[src/rtl/lu_pkg.sv]
// Shared types and constants for the round-robin OR/NOR logic-unit scheduler.
package lu_pkg;

  typedef enum logic [1:0] {
    IDLE = 2'd0,
    EXEC = 2'd1,
    RESP = 2'd2
  } state_t;

  localparam logic OP_OR  = 1'b0;
  localparam logic OP_NOR = 1'b1;

  // Round-robin pick: on contention the requester that did not finish last wins.
  function automatic logic pick_winner(input logic r0, input logic r1, input logic last_id);
    logic win;
    if (r0 && r1) begin
      win = ~last_id;
    end else if (r0) begin
      win = 1'b0;
    end else begin
      win = 1'b1;
    end
    return win;
  endfunction

endpackage

[src/rtl/lu_rr_scheduler_if.sv]
// Request/response bundle between the two requesters, the consumer and the scheduler.
interface lu_rr_scheduler_if #(
  parameter int WIDTH = 4,
  parameter int CNT_W = 8
) ();

  logic             req0;
  logic [WIDTH-1:0] a0;
  logic [WIDTH-1:0] b0;
  logic             sel0;
  logic             req1;
  logic [WIDTH-1:0] a1;
  logic [WIDTH-1:0] b1;
  logic             sel1;
  logic             gnt0;
  logic             gnt1;
  logic             rsp_valid;
  logic             rsp_id;
  logic [WIDTH-1:0] rsp_y;
  logic             rsp_ready;
  logic             busy;
  logic [CNT_W-1:0] op_count;

  // Requester / consumer side.
  modport master (
    output req0, a0, b0, sel0, req1, a1, b1, sel1, rsp_ready,
    input  gnt0, gnt1, rsp_valid, rsp_id, rsp_y, busy, op_count
  );

  // Scheduler side.
  modport slave (
    input  req0, a0, b0, sel0, req1, a1, b1, sel1, rsp_ready,
    output gnt0, gnt1, rsp_valid, rsp_id, rsp_y, busy, op_count
  );

endinterface

[src/rtl/lu_or_nor_word.sv]
// Combinational WIDTH-bit logic unit: y = a|b, or its complement when sel selects NOR.
module lu_or_nor_word
  import lu_pkg::*;
#(
  parameter int WIDTH = 4
) (
  input  logic [WIDTH-1:0] a,
  input  logic [WIDTH-1:0] b,
  input  logic             sel,
  output logic [WIDTH-1:0] y
);

  logic [WIDTH-1:0] or_s;

  // Bitwise OR, optionally inverted for the NOR operation.
  always_comb begin
    or_s = a | b;
    if (sel == OP_NOR) begin
      y = ~or_s;
    end else begin
      y = or_s;
    end
  end

endmodule

[src/rtl/lu_rr_scheduler.sv]
// Round-robin scheduler sharing one OR/NOR logic unit between two requesters.
// One operation in flight: IDLE grants and captures, EXEC computes, RESP waits
// for the consumer handshake.
module lu_rr_scheduler
  import lu_pkg::*;
#(
  parameter int WIDTH = 4,
  parameter int CNT_W = 8
) (
  input  logic                clk,
  input  logic                rst_n,
  lu_rr_scheduler_if.slave    bus
);

  state_t           state_r;
  state_t           state_nxt;

  logic [WIDTH-1:0] a_r;
  logic [WIDTH-1:0] b_r;
  logic             sel_r;
  logic             id_r;
  logic             last_id_r;

  logic             gnt0_r;
  logic             gnt1_r;
  logic             rsp_valid_r;
  logic             rsp_id_r;
  logic [WIDTH-1:0] rsp_y_r;
  logic             busy_r;
  logic [CNT_W-1:0] op_count_r;

  logic             grant_s;
  logic             win_id_s;
  logic             load_rsp_s;
  logic             done_s;
  logic [WIDTH-1:0] win_a_s;
  logic [WIDTH-1:0] win_b_s;
  logic             win_sel_s;
  logic [WIDTH-1:0] y_s;

  lu_or_nor_word #(.WIDTH(WIDTH)) u_unit (
    .a   (a_r),
    .b   (b_r),
    .sel (sel_r),
    .y   (y_s)
  );

  // Next-state and control strobes; requests are only looked at in IDLE.
  always_comb begin
    state_nxt  = state_r;
    grant_s    = 1'b0;
    win_id_s   = 1'b0;
    load_rsp_s = 1'b0;
    done_s     = 1'b0;
    case (state_r)
      IDLE: begin
        if (bus.req0 || bus.req1) begin
          grant_s   = 1'b1;
          win_id_s  = pick_winner(bus.req0, bus.req1, last_id_r);
          state_nxt = EXEC;
        end else begin
          state_nxt = IDLE;
        end
      end
      EXEC: begin
        load_rsp_s = 1'b1;
        state_nxt  = RESP;
      end
      RESP: begin
        if (rsp_valid_r && bus.rsp_ready) begin
          done_s    = 1'b1;
          state_nxt = IDLE;
        end else begin
          state_nxt = RESP;
        end
      end
      default: begin
        state_nxt = IDLE;
      end
    endcase
  end

  // Operand mux selecting the winning requester's inputs.
  always_comb begin
    win_a_s   = {WIDTH{1'b0}};
    win_b_s   = {WIDTH{1'b0}};
    win_sel_s = 1'b0;
    if (win_id_s) begin
      win_a_s   = bus.a1;
      win_b_s   = bus.b1;
      win_sel_s = bus.sel1;
    end else begin
      win_a_s   = bus.a0;
      win_b_s   = bus.b0;
      win_sel_s = bus.sel0;
    end
  end

  // FSM state register.
  always_ff @(posedge clk or negedge rst_n) begin
    if (!rst_n) begin
      state_r <= IDLE;
    end else begin
      state_r <= state_nxt;
    end
  end

  // Operand capture on the granting edge; later operand changes cannot leak in.
  always_ff @(posedge clk or negedge rst_n) begin
    if (!rst_n) begin
      a_r   <= {WIDTH{1'b0}};
      b_r   <= {WIDTH{1'b0}};
      sel_r <= 1'b0;
      id_r  <= 1'b0;
    end else if (grant_s) begin
      a_r   <= win_a_s;
      b_r   <= win_b_s;
      sel_r <= win_sel_s;
      id_r  <= win_id_s;
    end
  end

  // Grant pulses and busy flag, registered from the next-cycle decisions.
  always_ff @(posedge clk or negedge rst_n) begin
    if (!rst_n) begin
      gnt0_r <= 1'b0;
      gnt1_r <= 1'b0;
      busy_r <= 1'b0;
    end else begin
      gnt0_r <= grant_s && !win_id_s;
      gnt1_r <= grant_s && win_id_s;
      busy_r <= (state_nxt != IDLE);
    end
  end

  // Response register: loaded after EXEC, held through backpressure, kept after handshake.
  always_ff @(posedge clk or negedge rst_n) begin
    if (!rst_n) begin
      rsp_valid_r <= 1'b0;
      rsp_id_r    <= 1'b0;
      rsp_y_r     <= {WIDTH{1'b0}};
    end else if (load_rsp_s) begin
      rsp_valid_r <= 1'b1;
      rsp_id_r    <= id_r;
      rsp_y_r     <= y_s;
    end else if (done_s) begin
      rsp_valid_r <= 1'b0;
    end
  end

  // Fairness pointer and completed-operation counter, updated on the handshake.
  always_ff @(posedge clk or negedge rst_n) begin
    if (!rst_n) begin
      last_id_r  <= 1'b1;
      op_count_r <= {CNT_W{1'b0}};
    end else if (done_s) begin
      last_id_r  <= rsp_id_r;
      op_count_r <= op_count_r + CNT_W'(1);
    end
  end

  assign bus.gnt0      = gnt0_r;
  assign bus.gnt1      = gnt1_r;
  assign bus.rsp_valid = rsp_valid_r;
  assign bus.rsp_id    = rsp_id_r;
  assign bus.rsp_y     = rsp_y_r;
  assign bus.busy      = busy_r;
  assign bus.op_count  = op_count_r;

endmodule

[src/flat_wrapper.sv]
// flat-port wrapper written by rule: the top's interface ports become plain ports
module lu_rr_scheduler_flat import lu_pkg::*;
#(
  parameter int WIDTH = 4,
  parameter int CNT_W = 8
)
  (clk, rst_n, bus_req0, bus_a0, bus_b0, bus_sel0, bus_req1, bus_a1, bus_b1, bus_sel1, bus_rsp_ready, bus_gnt0, bus_gnt1, bus_rsp_valid, bus_rsp_id, bus_rsp_y, bus_busy, bus_op_count);
  lu_rr_scheduler_if #(.WIDTH(WIDTH), .CNT_W(CNT_W)) bus_i ();
  input  logic clk;
  input  logic rst_n;
  input wire logic [$bits(bus_i.req0)-1:0] bus_req0;
  input wire logic [$bits(bus_i.a0)-1:0] bus_a0;
  input wire logic [$bits(bus_i.b0)-1:0] bus_b0;
  input wire logic [$bits(bus_i.sel0)-1:0] bus_sel0;
  input wire logic [$bits(bus_i.req1)-1:0] bus_req1;
  input wire logic [$bits(bus_i.a1)-1:0] bus_a1;
  input wire logic [$bits(bus_i.b1)-1:0] bus_b1;
  input wire logic [$bits(bus_i.sel1)-1:0] bus_sel1;
  input wire logic [$bits(bus_i.rsp_ready)-1:0] bus_rsp_ready;
  output wire logic [$bits(bus_i.gnt0)-1:0] bus_gnt0;
  output wire logic [$bits(bus_i.gnt1)-1:0] bus_gnt1;
  output wire logic [$bits(bus_i.rsp_valid)-1:0] bus_rsp_valid;
  output wire logic [$bits(bus_i.rsp_id)-1:0] bus_rsp_id;
  output wire logic [$bits(bus_i.rsp_y)-1:0] bus_rsp_y;
  output wire logic [$bits(bus_i.busy)-1:0] bus_busy;
  output wire logic [$bits(bus_i.op_count)-1:0] bus_op_count;
  assign bus_i.req0 = bus_req0;
  assign bus_i.a0 = bus_a0;
  assign bus_i.b0 = bus_b0;
  assign bus_i.sel0 = bus_sel0;
  assign bus_i.req1 = bus_req1;
  assign bus_i.a1 = bus_a1;
  assign bus_i.b1 = bus_b1;
  assign bus_i.sel1 = bus_sel1;
  assign bus_i.rsp_ready = bus_rsp_ready;
  assign bus_gnt0 = bus_i.gnt0;
  assign bus_gnt1 = bus_i.gnt1;
  assign bus_rsp_valid = bus_i.rsp_valid;
  assign bus_rsp_id = bus_i.rsp_id;
  assign bus_rsp_y = bus_i.rsp_y;
  assign bus_busy = bus_i.busy;
  assign bus_op_count = bus_i.op_count;
  lu_rr_scheduler #(.WIDTH(WIDTH), .CNT_W(CNT_W)) u_core (.clk(clk), .rst_n(rst_n), .bus(bus_i));
endmodule
[config.mk]
export PLATFORM = sky130hd
export DESIGN_NAME = lu_rr_scheduler_flat
export DESIGN_NICKNAME = d
export VERILOG_FILES = /design/src/rtl/lu_pkg.sv /design/src/rtl/lu_rr_scheduler_if.sv /design/src/rtl/lu_or_nor_word.sv /design/src/rtl/lu_rr_scheduler.sv /design/src/flat_wrapper.sv
export SDC_FILE = /design/constraint.sdc
export NUM_CORES = 1
export LEC_CHECK = 0
export ABC_CLOCK_PERIOD_IN_PS = 1400
export CELL_PAD_IN_SITES_DETAIL_PLACEMENT = 0
export CELL_PAD_IN_SITES_GLOBAL_PLACEMENT = 1
export CORE_MARGIN = 2
export CORE_UTILIZATION = 35
export CTS_BUF_LIST = sky130_fd_sc_hd__clkbuf_4 sky130_fd_sc_hd__clkbuf_8
export CTS_CLUSTER_SIZE = 30
export DETAILED_ROUTE_END_ITERATION = 8
export PLACE_DENSITY_LB_ADDON = 0.1
export SETUP_SLACK_MARGIN = 0.15
export SLEW_MARGIN = 40
export SYNTH_ARGS = -nofsm -noshare
export SYNTH_HDL_FRONTEND = slang
export SYNTH_HIERARCHICAL = 1
export SYNTH_SLANG_ARGS = --single-unit
[constraint.sdc]
create_clock -name clk -period 1.4 [get_ports clk]
set_input_delay 0.14 -clock clk [delete_from_list [all_inputs] [get_ports clk]]
set_output_delay 0.14 -clock clk [all_outputs]
set_load 0.05 [all_outputs]
==> summary.txt, run 1 <==
Purpose: to document the outcome of synthesis and place and route.

Die
The total core area is 0.00372 mm². The vertical extent of the die is 66.7 µm. The floorplan row count is 22. The die is 66.7 µm wide. The I/O pin total is around 40. The die footprint is approximately 0.0044 mm². The initial core utilization is 0.370.

Synthesis
The mapped netlist covers roughly 0.0014 mm². The synthesized netlist was found by Yosys to have 112 cells. The commonest register cell is sky130_fd_sc_hd__dfrtp_1. In the Yosys stats the netlist draws on 31 distinct library cells. After synthesis, the chip area reported by Yosys is ~0.0014 mm². The share of async-settable or async-resettable flops after synthesis is 1.00. The count of flip-flops with a built-in enable after synthesis is 0. After technology mapping, the gate count stands at roughly 110.

The biggest area consumer among synthesized cells is sky130_fd_sc_hd__dfrtp_1. The main area contributors are sky130_fd_sc_hd__dfrtp_1 (53%), sky130_fd_sc_hd__o221a_2 (6.6%), sky130_fd_sc_hd__mux2_2 (5.7%), sky130_fd_sc_hd__nand4b_1 (5.1%), sky130_fd_sc_hd__xor2_1 (3.8%). The mean post-synth cell area is roughly 12 µm². The register bit count reported by yosys is 30. The share of synthesized area in the top cell type comes to 0.528.

The portion of the post-synthesis area used by sequential elements is 0.547. The total nets after synthesis is between 100 and 150. Sorting the synthesis cell report by count puts at the top sky130_fd_sc_hd__dfrtp_1. The commonest cells after synthesis are sky130_fd_sc_hd__dfrtp_1 (29), sky130_fd_sc_hd__nor2_1 (9), sky130_fd_sc_hd__nand4b_1 (8), sky130_fd_sc_hd__o221a_2 (8), sky130_fd_sc_hd__mux2_2 (7).

The Yosys step of the flow raised 6 warnings.

Worst setup path
The largest delay contributor family on the critical path is flip-flops. The cell with the largest stage delay on the worst path is sky130_fd_sc_hd__dfrtp_2. The worst setup path is launched from a register. For this run, the slowest stage of the critical path takes between 400 and 500 ps. The maximum fanout encountered on the critical timing path is 4. The critical path buffer and inverter count is 1. The worst setup path is captured at a register. The path type of the worst setup path is reg2reg. For the worst setup path, the data required time is 1550 ps. The data arrival time of the critical path is around 1400 ps. The critical path goes through buf_6 > nor2b_1 > a21o_1 > or2_1.

Global route
The via count of the first global-routing pass is between 1000 and 1500. The first-pass GRT wire length is 4730 µm. The number of antenna violations at the first check in global routing is 0. Entering global routing, the biggest net connects 31 pins. Recorded from the global router log, the overflow total was 0. The overall fraction of global-route tracks in use is 0.146.

Flow run
The number of maximum-capacitance violations is 0. The stage-log warning count is 28.

Place
At the end of routability-driven placement, the weighted congestion stood at approximately 0.83. The total of buffers placed on input and output ports is 39. The worst-case setup slack after placement is -40.0 ps. The sum of net half-perimeters after detailed placement is 2090 µm.

Drt
The pre-antenna-repair detailed-routing pass consisted of 4 iterations. Per the log, the first TritonRoute iteration ended with a DRC count of approximately 53. Once detail routing completed, the nets flagged for antenna violations numbered 0. The via density per instance is a little under 5. Wires add up to slightly below 3000 µm.

The number of DRC violations after detailed routing is 0. The detailed router placed around 1000 vias in this run.

Final layout
Between the synthesized netlist and the finished layout, the area growth was recorded as 57.9%. In the final layout, the share of cells above drive strength 1 is 0.439. After the last flow step, the layout net total stands at roughly 190. 0 antenna diodes ended up in the layout.

Final timing
The part of the cycle the worst path needs is 0.873. The remaining max-slew budget at the tightest pin is 0.750. The post-route worst setup slack is approximately 180 ps. In the final timing run, aggregate negative setup slack is 0 ps.

After layout, the minimum clock period comes to 1220 ps. The flow reports an fmax of a little over 800 MHz. The total count of max-transition violations in the final report is 0. The pin closest to its max-slew limit shows a slew of 375 ps. The worst-case clock skew is approximately 8.3 ps. Per the final timing report, the hold violations number 0. The number of setup violations in the final report is 0. Setup repair after global routing could not meet its margin everywhere.

Status
The run finished with clean final reports.

CTS
CTS reports a maximum clock tree buffer depth of 2. The cell chosen for the clock root is sky130_fd_sc_hd__clkbuf_8. TritonCTS built the clock tree. The clock transition at the registers of the reported paths is 60 ps. The number of clock sinks seen by CTS is 30.

The insertion delay to the later sink of the worst-skew pair is around 270 ps. Counting the buffers created by CTS gives 5. The number of hold buffers added after cts is 0. The H-tree was split into 2 levels.

Pwr
Per the summary, power density relative to cell area is between 2000 and 2500 mW/mm². The leakage component of the power was reported as ~0.00095 µW. Looking at the VDD voltage map, the peak drop is roughly 0.0011 V.

Hold path
In this run the worst hold path is classified as in2async.
-- run 1: worst paths after layout --
check / from / to / slack (ps) / cells past startpoint
max in group asynchronous: rst_n / u_core/last_id_r / 830 / 2
hold reg to reg: u_core/id_r / u_core/id_r / 510 / 2
min in group clk: bus_a0[1] / u_core/a_r[1] / 510 / 3
setup reg to reg: u_core/state_r[1] / u_core/bus.busy / 180 / 4
setup / recovery: u_core/state_r[1] / u_core/bus.busy / 180 / 4
hold / removal: rst_n / u_core/bus.op_count[4] / 250 / 2
-- run 1: stage by stage --
| step | std cells | instance area (µm²) | hold slack (ps) | power (µW) |
|---|---|---|---|---|
| floorplan | 112 | 1390 | -156 | 3010 |
| finish | 212 | 2170 | 250 | 4890 |
| detailed placement | 201 | 1990 | 502 | 4050 |
| global placement | 201 | 1990 | 496 | 4000 |
| CTS | 209 | 2110 | 262 | 4810 |
| global route | 212 | 2170 | 288 | 5180 |
-- run 1: where the power goes --
part / internal (µW) / total, µW / switching (µW)
Sequential: 1260 / 1660 / 397
Combinational: 1320 / 2540 / 1220
Clock: 410 / 694 / 284
Total: 2990 / 4890 / 1900
-- run 1: registers in the layout, indices dropped and copies added (netlist names) --
signal / flops
u_core/bus.op_count: 8
u_core/a_r: 4
u_core/b_r: 4
u_core/bus.rsp_y: 4
u_core/state_r: 2
u_core/bus.busy: 1
u_core/bus.gnt0: 1
u_core/bus.gnt1: 1
u_core/bus.rsp_id: 1
u_core/bus.rsp_valid: 1
u_core/id_r: 1
u_core/last_id_r: 1
u_core/sel_r: 1
-- run 1: cell families (layout without fill, tap and decap cells) --
logic type | Yosys count | after routing | synth area share
AOI/OAI and AO/OA | 15 | 15 | 0.0992
xor gates and xnor gates | 11 | 11 | 0.0701
adders and majority gates | 1 | 1 | 0.00910
buffers and inverters | 12 | 63 | 0.0428
DFF | 30 | 30 | 0.547
muxes | 7 | 7 | 0.0573
and+or+nand+nor | 36 | 37 | 0.175
-- run 1: per-layer routing --
metal | part of all wire | GRT usage | vias up
met4 | 0.012 | 0.0510 | 0
li1 | - | - | 505
met2 | 0.47 | 0.230 | 35
met1 | 0.45 | 0.182 | 499
met3 | 0.068 | 0.0541 | 4
met5 | 0 | 0 | -
-- run 1: layout make-up --
cell class              count  area (µm²)
repair buffers             49         606
fillers                   329        1550
inverters                   6        22.5
well taps                  48        60.1
multi-input cells          71         627
clock buffers               8        91.3
flip-flops and latches     30         764
-- run 1: timing repair --
action                                  4_1_cts  5_1_grt
endpoints found under the setup margin       13       20
resized                                       5       10
cloned                                        0        1
pin swaps                                     0        4
setup buffers                                 0        2
-- run 1: cells in the final DEF (no fill, tap or decap), types with 6 or more instances in the layout --
master	n
sky130_fd_sc_hd__dfrtp_2	10
sky130_fd_sc_hd__buf_4	11
sky130_fd_sc_hd__buf_12	14
sky130_fd_sc_hd__xor2_1	6
sky130_fd_sc_hd__o221a_2	8
sky130_fd_sc_hd__mux2_2	7
sky130_fd_sc_hd__dfrtp_1	19
sky130_fd_sc_hd__nand4b_1	8
sky130_fd_sc_hd__nor2_1	8
sky130_fd_sc_hd__clkdlybuf4s50_1	22
sky130_fd_sc_hd__inv_1	6
### Signal wires by layer, run 1

Two of the layers only.
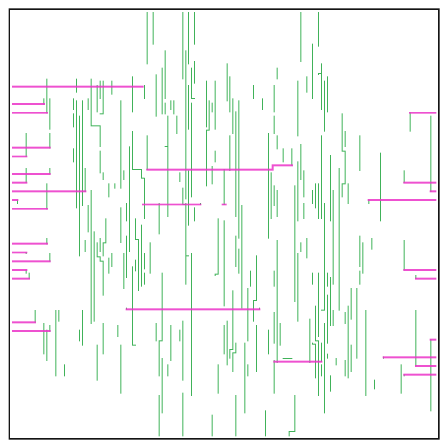
Key: magenta = M3 [wire length 195 µm]; green = M2 [wire length 1370 µm]

### Port wiring, run 1

Scale bar: 20 µm.
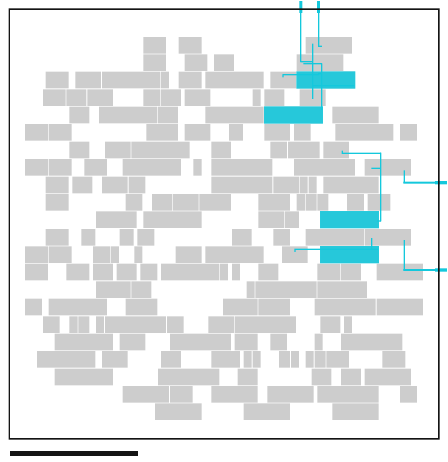
Key: cyan = `bus_rsp_y` [bits 4, direction output, end cells 4, buffers 4, wire 96.4 µm]

### The metal 1 layer, run 1

Scale bar: 20 µm. Supply wires on this layer in gray.
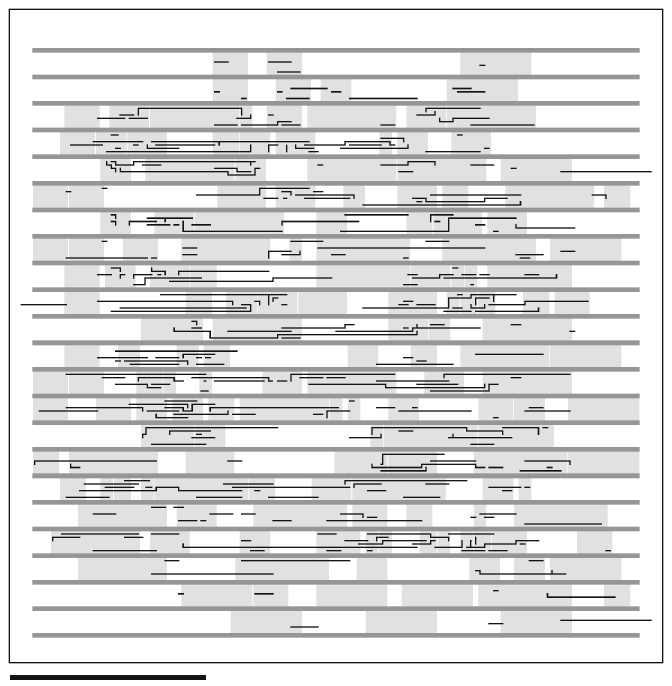
The wires run mostly horizontal. The layer holds 45% of the routed length. The longest straight run is 23.9 µm.

### Routing congestion, run 1

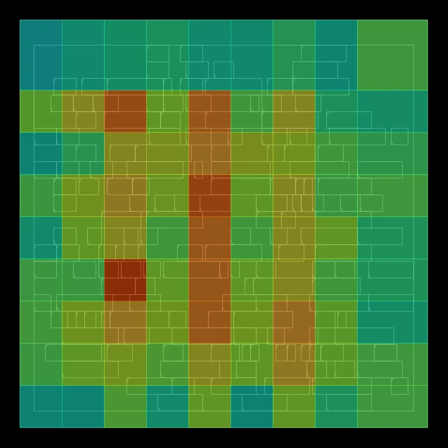
Wirelength per Cell: 13.6 µm
final design utilization: 0.584

## Run 2: what changed since run 1
- ABC_CLOCK_PERIOD_IN_PS: 1400 -> 1200
- clock period: 1.4 -> 1.2 ns (I/O delays scaled with it)
==> run 2 against run 1 <==
  * Critical path type unchanged
  * Fmax shrank 2.3%
  * Largest power group unchanged
  * Synthesized cell count is the same
  * Sequential share of layout area shrank 5.3 points
  * Sequential power grew 22%
  * Non-clock buffer count grew 12
  * Global-route usage grew 3.7 points
  * The flow now finishes with violations (setup timing)
==> summary.txt, run 2 <==
Purpose: to document the outcome of synthesis and place and route.

Status
The flow ran to the end, but the final reports show violations. The checks that failed: setup timing.

Final timing
The total negative slack came to -245 ps (-245 ps). The worst-case clock skew was 4.57 ps (-3.76 ps). Setup repair after global routing could not meet its margin everywhere. The count of endpoints failing hold in the final timing report came to 0 (unchanged). The number of setup violations in the final report was 11 (+11). The remaining max-slew budget at the tightest pin is 0.759 (+0.00894).

The slew at the pin with the worst max-slew slack is 361 ps (-14.5 ps). The minimum clock period after layout came to 1250 ps (+28.2 ps). The highest clock frequency the design can meet came to 800 MHz (-2.3%).

The part of the cycle the worst path needs came to 1.04 (+0.169). The post-route worst setup slack came to -50.1 ps (-228 ps). The total count of max-transition violations in the final report was 0 (unchanged).

Worst setup path
The required time of the worst setup path is 1410 ps (-140 ps). The maximum fanout encountered on the critical timing path is 5 (+1). The largest delay contributor family on the critical path is simple AND/OR/NAND/NOR gates. The data arrival time of the critical path is 1460 ps (+90 ps). On the critical path, the stage with the largest delay is an instance of sky130_fd_sc_hd__dfrtp_2. The worst setup path is captured at a register. The worst setup path is of the reg2reg kind. The signal on the critical path passes through buf_6 > nand4b_4 > nor4_4 > xor2_1.

The delay of the slowest cell on the worst path is 440 ps (about the same). The critical path buffer and inverter count is 1 (unchanged). STA classifies the critical path startpoint as a register.

Drt
The count of antenna-violating nets left after detailed routing is 0 (unchanged). The total via count in the routed design was 1149 (+10%). The count of routing violations after the opening detailed-route iteration is 27 (-49%). The iteration tally of the first detailed-router pass is 4 (unchanged). The per-cell routed wire length is 15.7 µm (+15%).

The number of DRC violations after detailed routing is 0 (unchanged). The post-detailed-routing wire length is 3550 µm (+23%). The via density per instance is 5.08 (+3.3%).

Synthesis
The most instantiated flip-flop cell in the synthesis netlist is sky130_fd_sc_hd__dfrtp_1. The unique cell type count in the Yosys netlist is 31 (unchanged). The count of flip-flops with a built-in enable after synthesis came to 0 (unchanged).

The total nets after synthesis is 136 (unchanged). Sorting the synthesis cell report by count puts at the top sky130_fd_sc_hd__dfrtp_1. The main area contributors are sky130_fd_sc_hd__dfrtp_1 (53%), sky130_fd_sc_hd__o221a_2 (6.6%), sky130_fd_sc_hd__mux2_2 (5.7%), sky130_fd_sc_hd__nand4b_1 (5.1%), sky130_fd_sc_hd__xor2_1 (3.8%). The register bit count reported by yosys is 30 (unchanged). The share of async-settable or async-resettable flops after synthesis is 1.00 (unchanged). The number of synthesis warnings is 6 (unchanged). Summed over all instances, the cell type with the most area after synthesis is sky130_fd_sc_hd__dfrtp_1. The post-synthesis cell count is 112 (unchanged). The summed instance area of the synthesized netlist is 0.00138 mm² (unchanged). The mean post-synth cell area was 12.3 µm² (unchanged). The fraction of synthesized cell area taken by the top area cell type is 0.528 (unchanged). The area reported by Yosys stat is 0.00138 mm² (unchanged). The count of instantiated cells in the yosys netlist is 112 (unchanged). The portion of the post-synthesis area used by sequential elements is 0.547 (unchanged).

The synthesis run shows the most used standard cells to be sky130_fd_sc_hd__dfrtp_1 (29), sky130_fd_sc_hd__nor2_1 (9), sky130_fd_sc_hd__nand4b_1 (8), sky130_fd_sc_hd__o221a_2 (8), sky130_fd_sc_hd__mux2_2 (7).

Die
The total core area is 0.00372 mm² (unchanged). The I/O pin total is 40 (unchanged). The floorplan row count was 22 (unchanged). The vertical extent of the die came to 66.7 µm (unchanged). The initial core utilization came to 0.370 (unchanged). The die footprint is 0.00445 mm² (unchanged).

The chip width is 66.7 µm (unchanged).

CTS
The insertion delay to the later sink of the worst-skew pair was 280 ps (about the same). The number of hold buffers added after cts is 0 (unchanged). The number of buffers inserted during clock tree synthesis is 5 (unchanged). The clock tree from TritonCTS is done. The clock transition at the registers of the reported paths came to 60 ps (about the same). The number of clock sinks seen by CTS is 30 (unchanged). The H-tree depth was 2 (unchanged). The cell chosen for the clock root is sky130_fd_sc_hd__clkbuf_8. The maximum number of buffers from clock root to sink came to 2 (unchanged).

Final layout
Leaving out fill and tap cells, the most frequent cells in the layout are sky130_fd_sc_hd__clkdlybuf4s50_1 (22), sky130_fd_sc_hd__buf_12 (19), sky130_fd_sc_hd__dfrtp_1 (19). The fraction of layout instances using a drive strength above 1 is 0.551 (+0.112). The cell area after layout was 0.00255 mm² (+18%). Leaving out fill and tap cells, the most frequent cell in the layout is sky130_fd_sc_hd__clkdlybuf4s50_1. The growth of design area from synthesis to finish is 85.5%. The final-stage net count is 201 (+7.5%). The number of diodes added for antenna fixing is 0 (unchanged). The core utilization of the finished layout is 0.687 (+0.102).

The flip-flop count of the largest register, all copies and words added is 8 (unchanged).

Hold path
According to the hold report, the worst path is of the in2async type.

Global route
The maximum number of pins on one net before global-route repair is 31 (unchanged). The number of antenna violations at the first check in global routing is 0 (unchanged). The overall fraction of global-route tracks in use is 0.182 (+0.0366). The sum of overflow across all layers after global routing came to 0 (unchanged).

The first-pass GRT wire length is 5840 µm (+24%). The via count of the first global-routing pass came to 1229 (+17%).

Place
The area after detailed placement was 0.00221 mm² (+11%). The total of buffers placed on input and output ports is 39 (unchanged). The sum of net half-perimeters after detailed placement came to 2400 µm (+15%). The weighted congestion reported at the end of routability-driven placement is 0.704 (-15%).

Pwr
The ratio of total power to cell area is 2710 mW/mm² (+20%). The leakage power is 0.00112 µW (+19%). The maximum vdd ir drop is 0.00145 V (+36%).

Flow run
The number of maximum-capacitance violations is 0 (unchanged). The stage-log warning count is 29 (+3.6%).
-- run 2: cell counts after synthesis --
No cell type changed its count.
-- run 2: final cells by class --
type / count / area, µm²
fillers: 276 / 1160
inverters: 6 / 22.5
clock buffers: 6 / 76.3
well taps: 48 / 60.1
repair buffers: 61 / 792
flip-flops and latches: 30 / 764
clock inverters: 2 / 10.0
multi-input cells: 73 / 826
-- run 2: repair_timing --
item,4_1_cts,5_1_grt
setup endpoints to repair,28,34
resized,23,9
pin swaps,11,5
cloned,3,0
setup buffers,5,6
-- run 2: per-stage QoR --
step	cells	hold WS [ps]	power (µW)	setup slack, ps
final	226	213	6900	-50.1
after floorplan	112	-176	4000	-16.8
after global routing	226	217	7240	-119
after detailed placement	204	506	5380	-277
after global placement	204	493	5280	-224
after CTS	220	216	6720	-41.1
-- run 2: path summary, 6_finish.rpt --
kind                                        start                      to  slack [ps]  depth (start not counted)
max                             u_core/state_r[0]  u_core/bus.op_count[7]         -50                          4
min                                         rst_n         u_core/bus.gnt1         210                          2
max reg2reg                     u_core/state_r[0]  u_core/bus.op_count[7]         -50                          4
min reg2reg                u_core/bus.op_count[6]  u_core/bus.op_count[6]         520                          1
max in group asynchronous                   rst_n        u_core/last_id_r         750                          2
min in group clk                        bus_a1[1]           u_core/a_r[1]         460                          3
-- run 2: worst reg2reg max path, delay by kind of cell (launching register included) --
kind | cells | cell delay (ps)
AND/OR/NAND/NOR | 2 | 450
flip-flops | 1 | 440
XOR/XNOR | 1 | 160
buffers and inverters | 1 | 130
-- run 2: where the power goes --
group / switching, µW / leakage (µW) / internal, µW
combinational: 1750 / 0.000727 / 2360
sequential: 550 / 0.000349 / 1470
clock: 355 / 0.0000484 / 423
-- run 2: cells by family (layout without fill, tap and decap cells) --
kind of cell	Yosys count	count (layout)	synth area share
adder cells (fa/ha/maj)	1	1	0.00910
AND/OR/NAND/NOR	36	38	0.175
buffers and inverters	12	75	0.0428
multiplexers	7	7	0.0573
AND-OR/OR-AND	15	16	0.0992
XOR/XNOR	11	11	0.0701
flip-flops	30	30	0.547
-- run 2: layer usage --
| layer | wire length (µm) | up-vias | GRT usage |
|---|---|---|---|
| met2 | 1940 | 31 | 0.333 |
| met1 | 1380 | 572 | 0.198 |
| met4 | 47 | 0 | 0.0689 |
| met5 | 0 | - | 0 |
| li1 | - | 540 | - |
| met3 | 179 | 6 | 0.0524 |
### Port wiring, run 2

Scale bar: 20 µm.
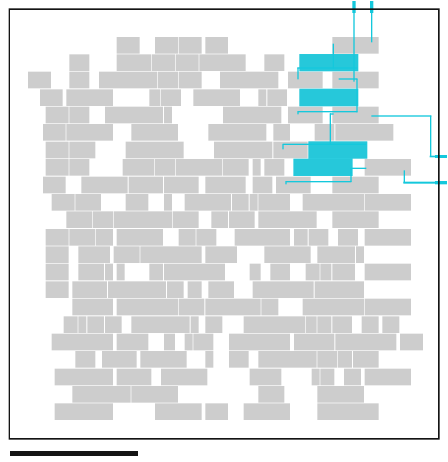
Key: cyan = `bus_rsp_y` [bits 4, direction output, end cells 4, buffers 4, wire 104 µm]

### Sequential cells colored by netlist name, run 2

Scale bar: 20 µm.
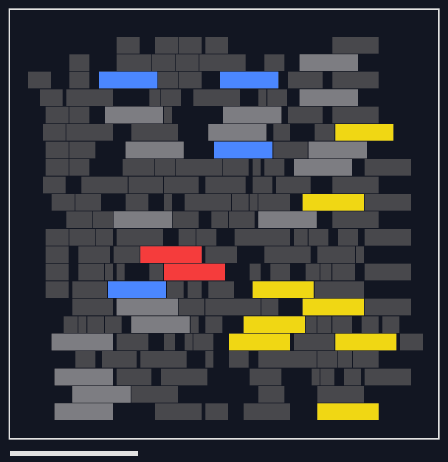
Key: yellow = `u_core/bus.op_count` [placed flops 8]; red = `u_core/state_r` [placed flops 2]; blue = `u_core/a_r` [placed flops 4]

Power and IR drop assume default switching activity.
